$ cat config.mk
export PLATFORM = sky130hd
export DESIGN_NAME = instr_fetch_queue_flat
export DESIGN_NICKNAME = d
export VERILOG_FILES = /design/src/rtl/fetch_pkg.sv /design/src/rtl/instr_fetch_queue_if.sv /design/src/rtl/fetch_fifo.sv /design/src/rtl/instr_fetch_queue.sv /design/src/flat_wrapper.sv
export SDC_FILE = /design/constraint.sdc
export NUM_CORES = 1
export LEC_CHECK = 0
export ABC_AREA = 0
export CORE_ASPECT_RATIO = 1.75
export CORE_UTILIZATION = 47
export DETAILED_ROUTE_END_ITERATION = 6
export PLACE_DENSITY = 0.73
export SETUP_SLACK_MARGIN = 0.05
export SYNTH_ARGS = -nofsm -noshare
export SYNTH_HDL_FRONTEND = slang
export SYNTH_SLANG_ARGS = --single-unit
$ cat constraint.sdc
create_clock -name clk -period 2.7 [get_ports clk]
set_input_delay 0.54 -clock clk [delete_from_list [all_inputs] [get_ports clk]]
set_output_delay 0.54 -clock clk [all_outputs]
set_load 0.005 [all_outputs]
$ cat src/rtl/fetch_pkg.sv
`default_nettype none
// ============================================================================
//  Module      : fetch_pkg
//  Description : Shared types and constants for the instruction fetch queue.
//  Revision    : 1.0 - initial release
// ============================================================================
package fetch_pkg;

    localparam int          FETCH_INSTR_WIDTH = 32;
    localparam int          FETCH_ADDR_WIDTH  = 32;
    localparam logic [31:0] FETCH_NOP         = 32'h0000_0013;

    typedef struct packed {
        logic [FETCH_INSTR_WIDTH-1:0] instr;
        logic [FETCH_ADDR_WIDTH-1:0]  pc;
        logic [FETCH_ADDR_WIDTH-1:0]  pcplus4;
        logic                         misaligned;
    } fetch_entry_t;

endpackage
`default_nettype wire

$ cat src/rtl/instr_fetch_queue_if.sv
`default_nettype none
// ============================================================================
//  Module      : instr_fetch_queue_if
//  Description : PC, instruction-memory and decode handshake bundle.
//  Revision    : 1.0 - initial release
// ============================================================================
interface instr_fetch_queue_if #(
    parameter int DATA_WIDTH = 32
);
    import fetch_pkg::*;

    logic [DATA_WIDTH-1:0]        pc;
    logic [DATA_WIDTH-1:0]        pcplus4;
    logic                         flush;
    logic                         imem_req;
    logic [DATA_WIDTH-1:0]        imem_addr;
    logic [FETCH_INSTR_WIDTH-1:0] imem_rdata;
    logic                         pc_stall;
    logic                         id_valid;
    logic                         id_ready;
    logic [FETCH_INSTR_WIDTH-1:0] id_instr;
    logic [DATA_WIDTH-1:0]        id_pc;
    logic [DATA_WIDTH-1:0]        id_pcplus4;
    logic                         id_misaligned;

    modport slave (
        input  pc, pcplus4, flush, imem_rdata, id_ready,
        output imem_req, imem_addr, pc_stall,
               id_valid, id_instr, id_pc, id_pcplus4, id_misaligned
    );

    modport master (
        output pc, pcplus4, flush, imem_rdata, id_ready,
        input  imem_req, imem_addr, pc_stall,
               id_valid, id_instr, id_pc, id_pcplus4, id_misaligned
    );

endinterface
`default_nettype wire

$ cat src/rtl/fetch_fifo.sv
`default_nettype none
// ============================================================================
//  Module      : fetch_fifo
//  Description : Power-of-two FIFO of fetch entries with synchronous clear.
//  Revision    : 1.0 - initial release
// ============================================================================
module fetch_fifo
    import fetch_pkg::*;
#(
    parameter int DEPTH = 2
) (
    input  logic                       clk,
    input  logic                       rst,
    input  logic                       push_i,
    input  fetch_entry_t               entry_i,
    input  logic                       pop_i,
    input  logic                       clear_i,
    output fetch_entry_t               head_o,
    output logic [$clog2(DEPTH):0]     count_o
);
    localparam int PTR_W = $clog2(DEPTH);
    localparam int CNT_W = PTR_W + 1;

    fetch_entry_t     mem_q [DEPTH];
    logic [PTR_W-1:0] wr_ptr_q;
    logic [PTR_W-1:0] rd_ptr_q;
    logic [CNT_W-1:0] count_q;

    // Clear wins over push/pop so a redirect leaves no stale entries.
    always_ff @(posedge clk or negedge rst) begin
        if (!rst) begin
            for (int i = 0; i < DEPTH; i++) begin
                mem_q[i] <= '0;
            end
            wr_ptr_q <= '0;
            rd_ptr_q <= '0;
            count_q  <= '0;
        end else if (clear_i) begin
            wr_ptr_q <= '0;
            rd_ptr_q <= '0;
            count_q  <= '0;
        end else begin
            if (push_i) begin
                mem_q[wr_ptr_q] <= entry_i;
                wr_ptr_q        <= wr_ptr_q + 1'b1;
            end
            if (pop_i) begin
                rd_ptr_q <= rd_ptr_q + 1'b1;
            end
            count_q <= count_q + CNT_W'(push_i) - CNT_W'(pop_i);
        end
    end

    assign head_o  = mem_q[rd_ptr_q];
    assign count_o = count_q;

endmodule
`default_nettype wire

$ cat src/rtl/instr_fetch_queue.sv
`default_nettype none
// ============================================================================
//  Module      : instr_fetch_queue
//  Description : Credit-based instruction fetch queue between PC and decode.
//                FETCH_MISALIGN_CHECK_EN adds a per-entry misaligned-PC flag.
//  Revision    : 1.0 - initial release
// ============================================================================
module instr_fetch_queue
    import fetch_pkg::*;
#(
    parameter int DATA_WIDTH = 32,
    parameter int DEPTH      = 2
) (
    input  logic               clk,
    input  logic               rst,
    instr_fetch_queue_if.slave bus
);
    localparam int CNT_W = $clog2(DEPTH) + 1;
    localparam int OCC_W = CNT_W + 1;

    logic [CNT_W-1:0]      count;
    logic [OCC_W-1:0]      occ;
    logic                  id_valid;
    logic                  pop;
    logic                  issue;
    logic                  drop;
    logic                  push;
    fetch_entry_t          push_entry;
    fetch_entry_t          head;

    logic                  inflight_q, inflight_d;
    logic [DATA_WIDTH-1:0] pc_q, pc_d;
    logic [DATA_WIDTH-1:0] pcplus4_q, pcplus4_d;
`ifdef FETCH_MISALIGN_CHECK_EN
    logic                  misaligned_q, misaligned_d;
`endif

    // Credit: queued + in-flight - leaving must leave room for one more return.
    always_comb begin
        id_valid   = (count != '0);
        pop        = id_valid & bus.id_ready;
        occ        = OCC_W'(count) + OCC_W'(inflight_q) - OCC_W'(pop);
        issue      = rst & ~bus.flush & (occ < OCC_W'(DEPTH));
        drop       = bus.flush & inflight_q;
        push       = inflight_q & ~drop;
        inflight_d = issue;
        pc_d       = issue ? bus.pc      : pc_q;
        pcplus4_d  = issue ? bus.pcplus4 : pcplus4_q;
`ifdef FETCH_MISALIGN_CHECK_EN
        misaligned_d = issue ? (bus.pc[1:0] != 2'b00) : misaligned_q;
`endif
        push_entry.instr   = bus.imem_rdata;
        push_entry.pc      = FETCH_ADDR_WIDTH'(pc_q);
        push_entry.pcplus4 = FETCH_ADDR_WIDTH'(pcplus4_q);
`ifdef FETCH_MISALIGN_CHECK_EN
        push_entry.misaligned = misaligned_q;
`else
        push_entry.misaligned = 1'b0;
`endif
    end

    always_ff @(posedge clk or negedge rst) begin
        if (!rst) begin
            inflight_q <= 1'b0;
            pc_q       <= '0;
            pcplus4_q  <= '0;
`ifdef FETCH_MISALIGN_CHECK_EN
            misaligned_q <= 1'b0;
`endif
        end else begin
            inflight_q <= inflight_d;
            pc_q       <= pc_d;
            pcplus4_q  <= pcplus4_d;
`ifdef FETCH_MISALIGN_CHECK_EN
            misaligned_q <= misaligned_d;
`endif
        end
    end

    fetch_fifo #(
        .DEPTH (DEPTH)
    ) u_fifo (
        .clk     (clk),
        .rst     (rst),
        .push_i  (push),
        .entry_i (push_entry),
        .pop_i   (pop),
        .clear_i (bus.flush),
        .head_o  (head),
        .count_o (count)
    );

    assign bus.imem_req   = issue;
    assign bus.imem_addr  = bus.pc;
    assign bus.pc_stall   = ~rst | (~issue & ~bus.flush);
    assign bus.id_valid   = id_valid;
    assign bus.id_instr   = head.instr;
    assign bus.id_pc      = DATA_WIDTH'(head.pc);
    assign bus.id_pcplus4 = DATA_WIDTH'(head.pcplus4);
`ifdef FETCH_MISALIGN_CHECK_EN
    assign bus.id_misaligned = head.misaligned;
`else
    logic unused_misaligned;
    assign unused_misaligned = head.misaligned;
    assign bus.id_misaligned = 1'b0;
`endif

endmodule
`default_nettype wire

$ cat src/flat_wrapper.sv
// flat-port wrapper written by rule: the top's interface ports become plain ports
module instr_fetch_queue_flat import fetch_pkg::*;
#(
    parameter int DATA_WIDTH = 32,
    parameter int DEPTH      = 2
)
  (clk, rst, bus_pc, bus_pcplus4, bus_flush, bus_imem_rdata, bus_id_ready, bus_imem_req, bus_imem_addr, bus_pc_stall, bus_id_valid, bus_id_instr, bus_id_pc, bus_id_pcplus4, bus_id_misaligned);
  instr_fetch_queue_if #(.DATA_WIDTH(DATA_WIDTH)) bus_i ();
  input  logic clk;
  input  logic rst;
  input wire logic [$bits(bus_i.pc)-1:0] bus_pc;
  input wire logic [$bits(bus_i.pcplus4)-1:0] bus_pcplus4;
  input wire logic [$bits(bus_i.flush)-1:0] bus_flush;
  input wire logic [$bits(bus_i.imem_rdata)-1:0] bus_imem_rdata;
  input wire logic [$bits(bus_i.id_ready)-1:0] bus_id_ready;
  output wire logic [$bits(bus_i.imem_req)-1:0] bus_imem_req;
  output wire logic [$bits(bus_i.imem_addr)-1:0] bus_imem_addr;
  output wire logic [$bits(bus_i.pc_stall)-1:0] bus_pc_stall;
  output wire logic [$bits(bus_i.id_valid)-1:0] bus_id_valid;
  output wire logic [$bits(bus_i.id_instr)-1:0] bus_id_instr;
  output wire logic [$bits(bus_i.id_pc)-1:0] bus_id_pc;
  output wire logic [$bits(bus_i.id_pcplus4)-1:0] bus_id_pcplus4;
  output wire logic [$bits(bus_i.id_misaligned)-1:0] bus_id_misaligned;
  assign bus_i.pc = bus_pc;
  assign bus_i.pcplus4 = bus_pcplus4;
  assign bus_i.flush = bus_flush;
  assign bus_i.imem_rdata = bus_imem_rdata;
  assign bus_i.id_ready = bus_id_ready;
  assign bus_imem_req = bus_i.imem_req;
  assign bus_imem_addr = bus_i.imem_addr;
  assign bus_pc_stall = bus_i.pc_stall;
  assign bus_id_valid = bus_i.id_valid;
  assign bus_id_instr = bus_i.id_instr;
  assign bus_id_pc = bus_i.id_pc;
  assign bus_id_pcplus4 = bus_i.id_pcplus4;
  assign bus_id_misaligned = bus_i.id_misaligned;
  instr_fetch_queue #(.DATA_WIDTH(DATA_WIDTH), .DEPTH(DEPTH)) u_core (.clk(clk), .rst(rst), .bus(bus_i));
endmodule
==> results.yml <==
# implementation run metrics
run_status:
  status: "finished, violations left"
  violations: "setup timing"
worst_hold_path:
  holdCritPathClass: "primary input to asynchronous set/reset pin"
power_and_ir_drop:
  maxPowerGroup: "combinational cells"
  vdd_ir_drop_max_mv: 0.689
  p_int_mw: 12.7
  switching_power_mw: 4.91
drt:
  drc: 0
  avgRoutedWirePerCell_um: 20.8
worst_setup_path:
  r2r_end: "u_core.pcplus4_q[11]$_DFFE_PN0P_"
  start_kind: "flop"
  cp_data_arrival_time_ns: 2.55
  r2r_start: "u_core.u_fifo.count_o[1]$_DFF_PN0_"
timing:
  finalSetupViolations: 59
  finalCritPeriodShare_pct: 114
  setup_ws_ns: -0.386
logic_synthesis:
  synth_area_mm2: 0.0114
  async_flop_share_pct: 100
  synthTopCellsByArea: "dfrtp_1, mux2_2, mux2_1, mux2_4, buf_4"
final_layout:
  lay_top_count: "dfrtp_1"
  flop_area_mm2: 0.00654
  nonClkBufAreaFrac_pct: 20.4
  antenna_cells: 0
  drive_gt1_share_pct: 42.9
  seq_share_pct: 42.3
grt:
  grtUsageMet1_pct: 24.7
floorplan:
  io_pins: 232
  die_y_um: 208
  die_w_um: 120
clock_tree:
  cts_tree: "done"
worst register-to-register path, cell delays in order (launching register included):
cell      delay [ns]
dfrtp_1         0.39
o21a_1          0.23
ha_1            0.29
nand2b_4        0.15
fa_2            0.36
xor2_2          0.17
nor3_4          0.22
buf_6           0.14
buf_4           0.15
buf_12          0.15
buf_6           0.11
buf_12          0.13
mux2_4          0.31
state kept, by name, indices dropped and copies added (netlist names):
| register | cells |
|---|---|
| u_core.u_fifo.mem_q | 192 |
| u_core.pc_q | 32 |
| u_core.pcplus4_q | 32 |
| u_core.u_fifo.count_o | 2 |
| u_core.u_fifo.rd_ptr_q | 1 |
| u_core.u_fifo.wr_ptr_q | 1 |
| u_core.inflight_q | 1 |
cells by family (layout without fill, tap and decap cells):
family	count (synthesis)	in the layout	share of synthesized area, %
AND/OR/NAND/NOR	11	11	0.606
adder cells (fa/ha/maj)	4	4	0.507
flip-flops	261	261	57.5
other	1	1	0.0330
AND-OR/OR-AND	2	2	0.110
buffers and inverters	73	327	4.70
XOR/XNOR	5	5	0.386
multiplexers	352	352	36.2
cell usage after synthesis (2+ instances only):
library cell and n:
mux2_4 38, buf_4 34, dfrtp_1 261, inv_1 2, ha_1 3, buf_6 14, xor2_1 2, nand2b_1 2
mux2_1 82, mux2_2 232, xnor2_1 3, nor2_1 3, buf_2 22
through the flow:
stage / hold WS, ns / utilization, % / total power [mW] / instance area [um2] / cells
floorplan: 0.244 / - / 10.3 / 11400 / 709
global placement: 0.466 / 58.6 / 13.2 / 13800 / 1193
detailed placement: 0.472 / 58.6 / 13.4 / 13800 / 1193
CTS: 0.0434 / 65.4 / 17.9 / 15400 / 1263
global route: 0.0548 / 65.7 / 18.6 / 15400 / 1267
finish: 0.0493 / 65.7 / 17.6 / 15400 / 1267
Fig. 1: clock distribution
(4 px per um)
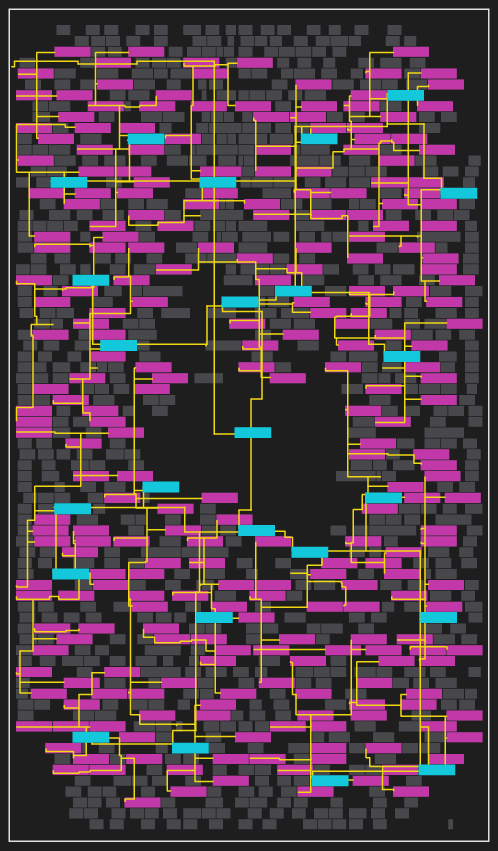
Key: cyan = cells driving clock nets [count 24]; yellow = clock wires [length 3190 um]; magenta = flip-flops [count 261]
Position of the flops: widely spread. There are 25 routed clock nets.

Fig. 2: local utilization
(2 px per um) 12 x 21 tiles, from black (low) to pale yellow (high), 0 to 100% covered.
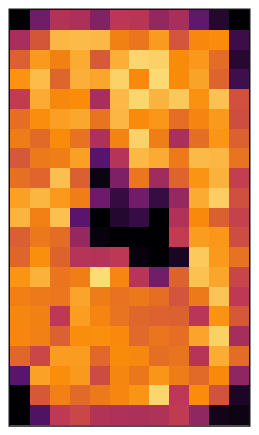
29% of the tiles are over 75% full. The fullest tile reaches 92%. The mean over all tiles is 61%. The emptiest ninth of the die: centre. 4.4% of the tiles are nearly empty.

Fig. 3: cells coloured by class
(2 px per um) Fill, decap, tap and diode cells in grey.
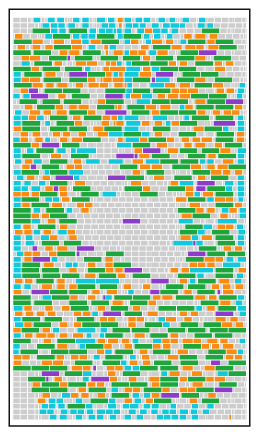
Key: green = flip-flops [cells 261, share of their area 43%]; purple = clock drivers and dummy loads [cells 43, share of their area 5.3%]; orange = all other logic [cells 377, share of their area 30%]; cyan = other buffers and delay cells [cells 282, share of their area 21%]

Fig. 4: the clock network
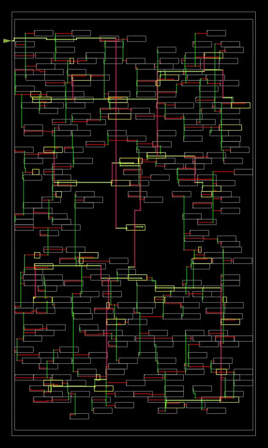
sequential cells: 261
clk latency late pin: 0.52 ns
clk sinks: 261
CLK BUF: 32
Layout Skew: 0.00982 ns

Power figures rest on the tool's default switching activity, not on a simulated workload.
